Figure 1. Wiring by layer (run 1).
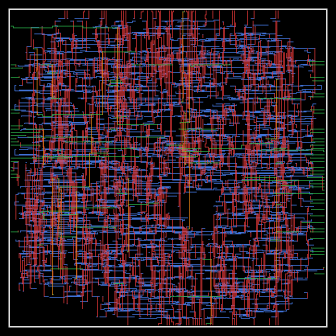
Figure 2. The metal 2 layer (run 1).
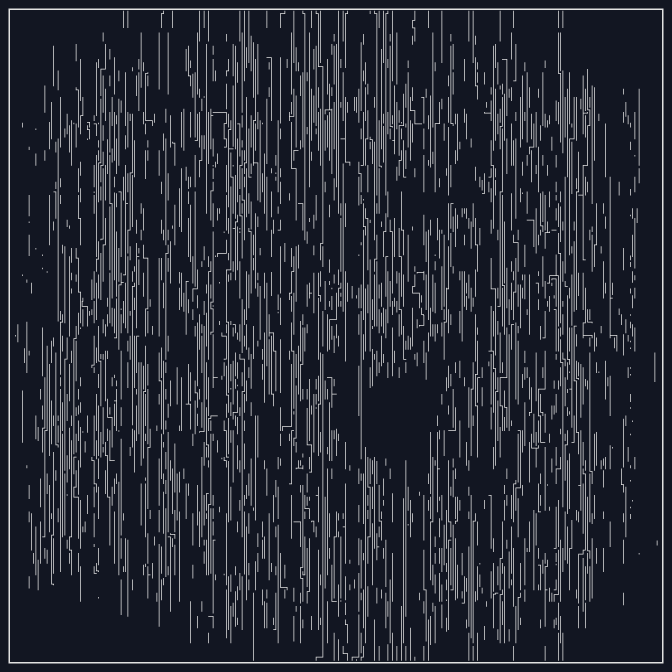
Figure 3. Cell density map (run 1).
13 x 13 tiles, from white (low) to dark blue (high), 0 to 100% covered.
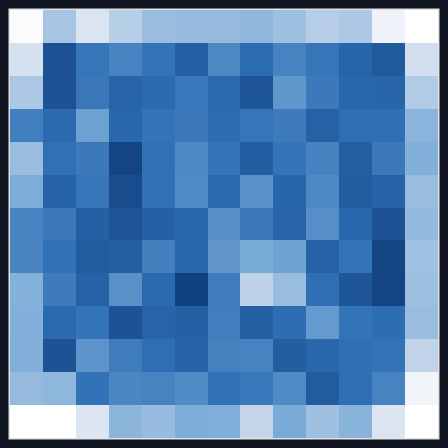
## src/rtl/sio_frame_rx_pkg.sv

```systemverilog
// Shared SIO definitions: frame field sizes, start nibble, CRC constants, FSM states.
package sio_frame_rx_pkg;

    localparam int unsigned ADDR_NIBBLES   = 4;
    localparam int unsigned DATA_NIBBLES   = 16;
    localparam int unsigned STREAM_NIBBLES = 4;
    localparam int unsigned CRC_NIBBLES    = 4;
    localparam int unsigned NIB_CNT_W      = 5;

    localparam logic [3:0]  START_NIBBLE = 4'h0;
    localparam logic [15:0] CRC_INIT     = 16'hFFFF;
    // x^16 + x^15 + x^2 + 1
    localparam logic [15:0] CRC_POLY     = 16'h8005;

    typedef enum logic [2:0] {
        ST_IDLE   = 3'd0,
        ST_ADDR   = 3'd1,
        ST_DATA   = 3'd2,
        ST_STREAM = 3'd3,
        ST_CRC    = 3'd4
    } sio_state_e;

    // Advance the CRC by one nibble; nibble bits enter LSB first, CRC shifts MSB out.
    function automatic logic [15:0] crc16_step4(input logic [15:0] crc_in,
                                                input logic [3:0]  nib);
        logic [15:0] v_crc;
        logic        v_fb;
        v_crc = crc_in;
        for (int i = 0; i < 4; i++) begin
            v_fb  = v_crc[15] ^ nib[i];
            v_crc = {v_crc[14:0], 1'b0};
            if (v_fb) begin
                v_crc = v_crc ^ CRC_POLY;
            end
        end
        return v_crc;
    endfunction

endpackage

```

## src/rtl/crc_16_4_usb.sv

```systemverilog
// Nibble-wide CRC-16 (x^16+x^15+x^2+1) register with synchronous init and enable.
module crc_16_4_usb
    import sio_frame_rx_pkg::*;
(
    input  logic        c,
    input  logic        r,
    input  logic        ce,
    input  logic [3:0]  d,
    output logic [15:0] crc
);

    logic [15:0] r_crc;

    // Init has priority over update so a start nibble always seeds the register.
    always_ff @(posedge c) begin
        if (r) begin
            r_crc <= CRC_INIT;
        end else if (ce) begin
            r_crc <= crc16_step4(r_crc, d);
        end
    end

    assign crc = r_crc;

endmodule

```

## src/rtl/sio_frame_rx.sv

```systemverilog
// SIO host-to-target frame receiver: deframes 29-nibble frames and checks the CRC.
module sio_frame_rx
    import sio_frame_rx_pkg::*;
#(
    parameter int unsigned CNT_W = 16
) (
    input  logic             c,
    input  logic             r,
    input  logic [3:0]       rd,
    output logic             valid,
    output logic [15:0]      addr,
    output logic [63:0]      data,
    output logic [15:0]      stream,
    output logic             crc_err,
    output logic [CNT_W-1:0] err_count,
    output logic             busy
);

    sio_state_e           r_state;
    logic [NIB_CNT_W-1:0] r_cnt;
    logic                 r_busy;

    logic [15:0]          r_addr_sr;
    logic [63:0]          r_data_sr;
    logic [15:0]          r_stream_sr;
    logic [15:0]          r_crc_sr;

    logic                 r_valid;
    logic                 r_crc_err;
    logic [15:0]          r_addr;
    logic [63:0]          r_data;
    logic [15:0]          r_stream;
    logic [CNT_W-1:0]     r_err_cnt;

    logic                 w_start;
    logic                 w_crc_init;
    logic                 w_crc_ce;
    logic                 w_last_crc;
    logic [15:0]          w_crc_calc;
    logic [15:0]          w_rx_crc;

    assign w_start    = (r_state == ST_IDLE) && (rd == START_NIBBLE);
    assign w_crc_init = r || w_start;
    // Stream top nibble is carried in the frame but excluded from the CRC.
    assign w_crc_ce   = (r_state == ST_ADDR) || (r_state == ST_DATA) ||
                        ((r_state == ST_STREAM) &&
                         (r_cnt != NIB_CNT_W'(STREAM_NIBBLES - 1)));
    assign w_last_crc = (r_state == ST_CRC) && (r_cnt == NIB_CNT_W'(CRC_NIBBLES - 1));
    // Received CRC completed by the nibble currently on the line.
    assign w_rx_crc   = {rd, r_crc_sr[15:4]};

    crc_16_4_usb u_crc (
        .c   (c),
        .r   (w_crc_init),
        .ce  (w_crc_ce),
        .d   (rd),
        .crc (w_crc_calc)
    );

    // Frame sequencer: walks the fields, counting nibbles within each.
    always_ff @(posedge c) begin
        if (r) begin
            r_state <= ST_IDLE;
            r_cnt   <= '0;
            r_busy  <= 1'b0;
        end else begin
            case (r_state)
                ST_IDLE: begin
                    if (w_start) begin
                        r_state <= ST_ADDR;
                        r_cnt   <= '0;
                        r_busy  <= 1'b1;
                    end
                end
                ST_ADDR: begin
                    if (r_cnt == NIB_CNT_W'(ADDR_NIBBLES - 1)) begin
                        r_state <= ST_DATA;
                        r_cnt   <= '0;
                    end else begin
                        r_cnt <= r_cnt + NIB_CNT_W'(1);
                    end
                end
                ST_DATA: begin
                    if (r_cnt == NIB_CNT_W'(DATA_NIBBLES - 1)) begin
                        r_state <= ST_STREAM;
                        r_cnt   <= '0;
                    end else begin
                        r_cnt <= r_cnt + NIB_CNT_W'(1);
                    end
                end
                ST_STREAM: begin
                    if (r_cnt == NIB_CNT_W'(STREAM_NIBBLES - 1)) begin
                        r_state <= ST_CRC;
                        r_cnt   <= '0;
                    end else begin
                        r_cnt <= r_cnt + NIB_CNT_W'(1);
                    end
                end
                ST_CRC: begin
                    if (w_last_crc) begin
                        r_state <= ST_IDLE;
                        r_cnt   <= '0;
                        r_busy  <= 1'b0;
                    end else begin
                        r_cnt <= r_cnt + NIB_CNT_W'(1);
                    end
                end
                default: begin
                    r_state <= ST_IDLE;
                    r_cnt   <= '0;
                    r_busy  <= 1'b0;
                end
            endcase
        end
    end

    // Field shift registers: each nibble enters at the top so nibble 0 lands in [3:0].
    always_ff @(posedge c) begin
        if (r) begin
            r_addr_sr   <= '0;
            r_data_sr   <= '0;
            r_stream_sr <= '0;
            r_crc_sr    <= '0;
        end else begin
            case (r_state)
                ST_ADDR:   r_addr_sr   <= {rd, r_addr_sr[15:4]};
                ST_DATA:   r_data_sr   <= {rd, r_data_sr[63:4]};
                ST_STREAM: r_stream_sr <= {rd, r_stream_sr[15:4]};
                ST_CRC:    r_crc_sr    <= {rd, r_crc_sr[15:4]};
                default:   ;
            endcase
        end
    end

    // Frame verdict: publish fields on a match, otherwise pulse the error and count it.
    always_ff @(posedge c) begin
        if (r) begin
            r_valid   <= 1'b0;
            r_crc_err <= 1'b0;
            r_addr    <= '0;
            r_data    <= '0;
            r_stream  <= '0;
            r_err_cnt <= '0;
        end else begin
            r_valid   <= 1'b0;
            r_crc_err <= 1'b0;
            if (w_last_crc) begin
                if (w_rx_crc == w_crc_calc) begin
                    r_valid  <= 1'b1;
                    r_addr   <= r_addr_sr;
                    r_data   <= r_data_sr;
                    r_stream <= r_stream_sr;
                end else begin
                    r_crc_err <= 1'b1;
                    if (r_err_cnt != {CNT_W{1'b1}}) begin
                        r_err_cnt <= r_err_cnt + CNT_W'(1);
                    end
                end
            end
        end
    end

    assign valid     = r_valid;
    assign crc_err   = r_crc_err;
    assign addr      = r_addr;
    assign data      = r_data;
    assign stream    = r_stream;
    assign err_count = r_err_cnt;
    assign busy      = r_busy;

endmodule
```

## config.mk

```make
export PLATFORM = sky130hd
export DESIGN_NAME = sio_frame_rx
export DESIGN_NICKNAME = d
export VERILOG_FILES = /design/src/rtl/sio_frame_rx_pkg.sv /design/src/rtl/crc_16_4_usb.sv /design/src/rtl/sio_frame_rx.sv
export SDC_FILE = /design/constraint.sdc
export NUM_CORES = 1
export LEC_CHECK = 0
export CORE_MARGIN = 2
export CORE_UTILIZATION = 60
export DETAILED_ROUTE_END_ITERATION = 10
export PLACE_DENSITY_LB_ADDON = 0.2
export RECOVER_POWER = 100
export SLEW_MARGIN = 20
export SYNTH_ARGS = -nofsm -noshare
export SYNTH_HDL_FRONTEND = slang
export SYNTH_SLANG_ARGS = --single-unit
```

## constraint.sdc

```tcl
create_clock -name c -period 3.9 [get_ports c]
set_clock_uncertainty 0.2 [all_clocks]
set_input_delay 1.17 -clock c [delete_from_list [all_inputs] [get_ports c]]
set_output_delay 1.17 -clock c [all_outputs]
set_load 0.1 [all_outputs]
```

==> results.cfg, run 1 <==
; generated from flow reports
[detailed_routing]
via_per_inst = 5.656
drcViolationCount = 0
drt_iter0_drc = 742
ant_nets = 0
dr.pass1.iters = 5

[worst_setup_path]
crit_type = in2reg
end_kind = register
crit_slowest_cell = nor4_1
critPathArrivalTime_ns = 3.48
critPathTopFamily = simple AND/OR/NAND/NOR gates
crit_buf_inv = 2
cp.required_ns = 4.09
path_cells = clkdlybuf4s50_1 > xnor2_1 > nand4_1 > nor4_1 > buf_12 > nor3_1 > mux2_2
worst-path-stages = 7
start_kind = primary input
crit_path_max_incr_delay_ns = 0.66
reg2regPathDepth = 4
cp_max_fo = 106

[global_route]
antenna_found_initial = 0
grt_pass1_vias = 7503
gr-total-overflow = 0
track_usage_pct = 24.38
grt_pass1_wl_mm = 36.82
grt_start_max_net_pins = 120

[power_and_ir_drop]
clkPwrFrac_pct = 46.3
intPower_mw = 3.997
vdd.ir_drop.worst_mv = 0.3543
power_switching_mw = 1.037
power_leader = sequential cells
p_seq_mw = 2.54
powerDensity_nw_per_um2 = 443.6
p_sw_share_pct = 20.59
power_mw = 5.034
powerClk_mw = 2.33
p_leak_nw = 3.662
power_frac_comb_pct = 3.2
comb-power_uw = 159
p_seq_share_pct = 50.5

[die]
die-area_sq_um = 17870
die_h_um = 133.7
ios = 121
num_rows = 47
die_w_um = 133.7

[synthesis]
ys_seq_share_pct = 49.00
syn-instance-count = 1189
edf_count = 0
postSynthAreaPerCell_sq_um = 8.488
yosys_area_sq_um = 10090
synth_warnings = 0
synth_area_sq_um = 10090
synth-main-ff-cell = dfxtp_1
syn-num-nets = 1199
yosys_cells = 1189
ys_async_sr_fraction_pct = 0
synth_flops = 247
ys_types = 46

[final_timing]
holdWs_ns = 0.2556
worstMarginPinSlew_ns = 2.151
setup_viol = 0
slew_violations = 139
period_used_pct = 84.43
max_freq_mhz = 303.7
period_needed_ns = 3.293
relSlewSlack_pct = -43.50
fin_tns_setup_ns = 0
finalHoldViolations = 0
rsz0062_at_grt = false

[clock_network]
clk_latency_ns = 0.51
cts.sinks = 247
post_cts_resized = 0
hold_buffers = 0
clockBufferDepth = 3
cts_tree = yes
cts_inserted_buffers = 25
cts_root_buffer = clkbuf_16
post_cts_buffers = 0
path_clk_slew_ns = 0.06
h-tree-depth = 1

[worst_hold_path]
hold_depth = 2
hp-class = reg2reg

[cells_and_area]
syn2layout_area_growth_pct = 12.46
seq_area_sq_um = 4945
layout-drive-gt1-share_pct = 5.472
num-fill-cells = 1452
insertedDiodeCount = 0
comb_area_sq_um = 4662
nNetsFinal = 1258

[job]
warning_count = 31
drv_cap = 2

[placement]
io_buffers = 120
hpwl_mm = 13.32
gp_congestion = 0.7885

[status]
outcome = finished with violations
violations = capacitance limit, slew limit
## Picture notes: Figure 1
metal 1 -> blue  # wire length 10200 um
metal 2 -> red  # wire length 10700 um
metal 3 -> green  # wire length 1030 um
metal 4 -> orange  # wire length 554 um
DR WL/cell: 15.17 um
WL final: 22.46 mm

## Picture notes: Figure 2
main direction = vertical
longest straight run = 62.0 um
share of all routed wire = 48%
grt met2 use: 40.12%
DR vias: 8377

## Picture notes: Figure 3
fullest tile = 93%
tiles over 75% full = 33%
nearly empty tiles = 2.4%
mean over tiles = 62%
Core ar.: 16520 sq um
Starting Density: 61.07%
final core occ: 68.68%

==> run 1: worst min-delay path, delay by kind of cell, from the launching register on <==
family,cells,cell delay (ns)
AND-OR/OR-AND,1,0.05
flip-flops,1,0.31
AND/OR/NAND/NOR,1,0.05
==> run 1: cell families after synthesis <==
kind of cell    Yosys count  share of synthesized area (%)
compound gates          246                          12.78
xor+xnor                 29                          2.517
fa+ha+maj                 4                         0.4959
buf+inv                 109                          4.736
flops                   247                          49.00
mux                       6                         0.6694
simple gates            548                          29.80
==> run 1: cells in the mapped netlist, drive strengths merged (2+ instances only) <==
master	number	area [sq um]
or3b	2	17.52
a22oi	2	15.01
or3	7	43.79
a211oi	3	27.52
o21ai	106	530.5
nand2b	99	619.3
nor2	18	75.07
mux2	6	67.56
and2	6	37.54
nor3	8	40.04
nor4	5	46.29
inv	3	11.26
nand4	12	75.07
o211ai	7	52.55
xnor2	25	219.0
nand4b	96	840.8
xor2	4	35.03
and4	2	17.52
nand2	258	968.4
nor2b	10	62.56
ha	4	50.05
buf	46	234.0
clkbuf	60	232.7
a21oi	122	610.6
and3	2	12.51
a311oi	2	17.52
dfxtp	247	4945
nand3	17	85.08
==> run 1: layer usage <==
layer / vias to the layer above / wire (um) / track usage [%] / share of wire, %
met5: - / 0 / 0 / 0
met4: 0 / 554 / 6.915 / 2.5
met3: 41 / 1027 / 3.691 / 4.6
met2: 195 / 10670 / 40.12 / 48
met1: 3969 / 10210 / 33.52 / 45
li1: 4172 / - / - / -
==> run 1: state kept, by name, indices dropped and copies added (netlist names), 3 cells and up <==
| register | flops |
|---|---|
| addr | 16 |
| data | 64 |
| err_count | 16 |
| r_addr_sr | 16 |
| r_cnt | 5 |
| r_crc_sr | 12 |
| r_data_sr | 64 |
| r_state | 3 |
| r_stream_sr | 16 |
| stream | 16 |
| u_crc.crc | 16 |
==> run 1: path summary, 6_finish.rpt <==
check	startpoint	to	slack, ns
worst max register to register	r_state[1]$_SDFFE_PP0P_	r_data_sr[2]$_SDFFE_PP0P_	0.67
worst min register to register	r_stream_sr[2]$_SDFFE_PP0P_	r_stream_sr[2]$_SDFFE_PP0P_	0.26
worst max-delay path	rd[2]	err_count[6]$_SDFFE_PP0P_	0.61
worst min-delay path	r_stream_sr[2]$_SDFFE_PP0P_	r_stream_sr[2]$_SDFFE_PP0P_	0.26
==> run 1: layout make-up <==
type | count | area share [%]
timing repair buffer | 138 | 5.832
clock buffer | 35 | 6.284
multi-input combinational | 833 | 41.08
tap | 220 | 2.425
inverter | 3 | 0.09922
clock inverter | 5 | 0.7166
sequential | 247 | 43.57
==> run 1: placed cells by master, fill, tap and decap left out, types with 14 or more instances in the layout <==
cell,n
xnor2_1,25
o21ai_0,106
clkbuf_16,25
nor2_1,17
a21oi_1,121
buf_4,14
clkbuf_1,120
nand2b_1,99
nand4b_1,96
nand2_1,257
nand3_1,17
dfxtp_1,247
==> run 1: per-stage QoR <==
stage | worst slack, ns | std cells | instance area [sq um]
floorplan | 0.9964 | 1189 | 10090
global placement | 0.4237 | 1441 | 11010
detailed placement | 0.3886 | 1441 | 11010
CTS | 0.8919 | 1481 | 11810
global route | 0.3729 | 1481 | 11350
finish | 0.6071 | 1481 | 11350
Figure 4. Gate-type map (run 1).
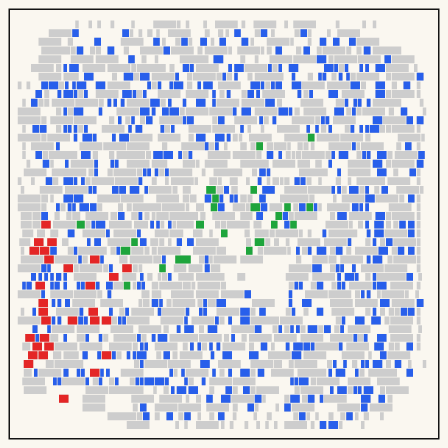

--- run 2 (diff from run 1) ---
- CORE_UTILIZATION: 60 -> 56
- clock period: 3.9 -> 3.4 ns (I/O delays scaled with it)
Figure 5. Gate-type map (run 2).
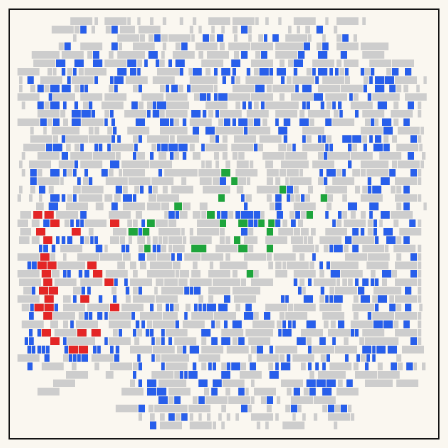
AND and OR gates -> green  # cells 22, most used or3_1, where middle
NAND gates -> blue  # cells 483, most used nand2_1, where all over the die
XOR/XNOR gates -> red  # cells 29, most used xnor2_1

Figure 6. Cell density map (run 2).
14 x 14 tiles, from white (low) to dark blue (high), 0 to 100% covered.
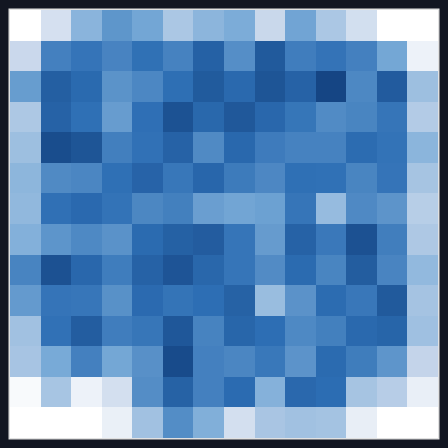
emptiest ninth of the die = bottom left
fullest tile = 92%
mean over tiles = 59%
nearly empty tiles = 4.1%
Starting Density: 56.57%
final core occ: 64.94%

==> run 2 against run 1 <==
The run still ends with capacitance limit, slew limit left. Sequential share of layout area down 0.89 points. Largest cell class unchanged. Critical path depth down 6. Via count up 0.60%. Hold slack better by 0.00082 ns. Synthesized area unchanged. Power up 21%. Cell count up 1.9%. Non-clock buffer count up 11. Combinational power up 19%.
==> results.cfg, run 2 <==
; generated from flow reports
[clock_network]
post_cts_resized = 0
post_cts_buffers = 0
cts_root_buffer = clkbuf_16
hold_buffers = 0
cts_tree = yes
clockBufferDepth = 3
path_clk_slew_ns = 0.06

[synthesis]
yosys_area_sq_um = 10090
syn-num-nets = 1199
synth_top_area_share_pct = 49.00
netlist.top_cell.by_instances = nand2_1
yosys_cells = 1189
synth_flops = 247
synth-main-ff-cell = dfxtp_1
synth_warnings = 0
ys_async_sr_fraction_pct = 0
ys_seq_share_pct = 49.00
synth.area.top_cells = dfxtp_1 (49%), nand2_1 (9.6%), nand4b_1 (8.3%), nand2b_1 (6.1%), a21oi_1 (6.1%)
syn-instance-count = 1189
edf_count = 0
synthTopCellsByCount = nand2_1 (258), dfxtp_1 (247), a21oi_1 (122), nand2b_1 (99)
postSynthAreaPerCell_sq_um = 8.488
synth_area_sq_um = 10090

[power_and_ir_drop]
p_seq_share_pct = 47.9
intPower_mw = 4.856
power_switching_mw = 1.233
p_leak_nw = 3.838
power_mw = 6.089
clkPwrFrac_pct = 49.0
p_sw_share_pct = 20.24

[die]
die_h_um = 138.2
die_w_um = 138.2
die-area_sq_um = 19110
num_rows = 49

[worst_setup_path]
crit_type = reg2out
cp.required_ns = 2.18
crit_slowest_cell = clkbuf_1
start_kind = register
crit_path_max_incr_delay_ns = 0.92
regToRegSetupSlack_ns = 0.45
critPathArrivalTime_ns = 1.80
critPathTopFamily = buffers and inverters
crit_buf_inv = 1
end_kind = output port

[final_timing]
rsz0062_at_grt = false
relSlewSlack_pct = -18.09
finalHoldViolations = 0
slew_violations = 100
setup_viol = 0
period_needed_ns = 3.019
max_freq_mhz = 331.2
worstMarginPinSlew_ns = 1.771
period_used_pct = 88.80
fin_tns_setup_ns = 0

[cells_and_area]
lay_top_count = nand2_1
nNetsFinal = 1270
num-fill-cells = 1613
syn2layout_area_growth_pct = 14.80
final_cell_mix = nand2_1 (257), dfxtp_1 (247), a21oi_1 (122)
layout-drive-gt1-share_pct = 7.734
insertedDiodeCount = 0

[detailed_routing]
totalWireLength_mm = 22.64
vias = 8427
drcViolationCount = 0
dr.pass1.iters = 5
ant_nets = 0
wl_per_cell_um = 15.00
via_per_inst = 5.584

[placement]
gp_congestion = 0.8190
hpwl_mm = 13.98
io_buffers = 120

[global_route]
gr-total-overflow = 0
grt_pass1_wl_mm = 37.54
grt_pass1_vias = 7521
antenna_found_initial = 0
grt_start_max_net_pins = 101
track_usage_pct = 22.61

[status]
outcome = finished with violations
violations = capacitance limit, slew limit

[job]
drv_cap = 1

[worst_hold_path]
hp-class = reg2reg
[run 2: final cells by class]
cell class	count	area (sq um)	area share, %
Sequential cell	247	4945	42.68
Multi-Input combinational cell	833	4674	40.35
Clock buffer	39	770.7	6.652
Timing Repair Buffer	149	749.5	6.469
Tap cell	229	286.5	2.473
Clock inverter	9	148.9	1.285
Inverter	3	11.26	0.09719
[run 2: power groups by stage]
stage | clock, mW | combinational [mW] | sequential (mW)
3_5_place_dp | 0 | 0.189 | 2.98
3_3_place_gp | 0 | 0.186 | 2.98
6_report | 2.98 | 0.189 | 2.92
2_1_floorplan | 0 | 0.146 | 2.98
5_1_grt | 3.17 | 0.207 | 2.92
4_1_cts | 3.04 | 0.190 | 2.92
[run 2: final timing paths]
check	from	to	cells past startpoint
setup / recovery	err_count[9]$_SDFFE_PP0P_	err_count[9]	1
hold / removal	r_stream_sr[2]$_SDFFE_PP0P_	r_stream_sr[2]$_SDFFE_PP0P_	2
setup reg to reg	r_state[2]$_SDFFE_PP0P_	data[46]$_SDFFE_PP0P_	6
hold reg to reg	r_stream_sr[2]$_SDFFE_PP0P_	r_stream_sr[2]$_SDFFE_PP0P_	2
[run 2: cell families after synthesis]
group	Yosys count	share of synthesized area (%)
AND-OR/OR-AND	246	12.78
XOR/XNOR	29	2.517
adder cells (fa/ha/maj)	4	0.4959
buffers and inverters	109	4.736
flip-flops	247	49.00
multiplexers	6	0.6694
AND/OR/NAND/NOR	548	29.80
[run 2: per-stage QoR]
step                instance area (sq um)  hold WS (ns)  worst slack, ns  cells
global placement                    11100        0.2444           0.2049   1461
detailed placement                  11100        0.2495           0.1668   1461
finish                              11590        0.2564           0.3807   1509
CTS                                 12020        0.2579           0.6507   1509
global route                        11590        0.2818           0.2585   1509
floorplan                           10090        0.2363           0.6464   1189
[run 2: per-layer routing]
layer / vias up / global-route usage (%) / wire length, um
li1: 4221 / - / -
met1: 3978 / 32.10 / 10460
met2: 198 / 36.61 / 10680
met3: 30 / 2.944 / 1060
met4: 0 / 6.069 / 437
met5: - / 0 / 0
Power is estimated from default activity; no workload was simulated.
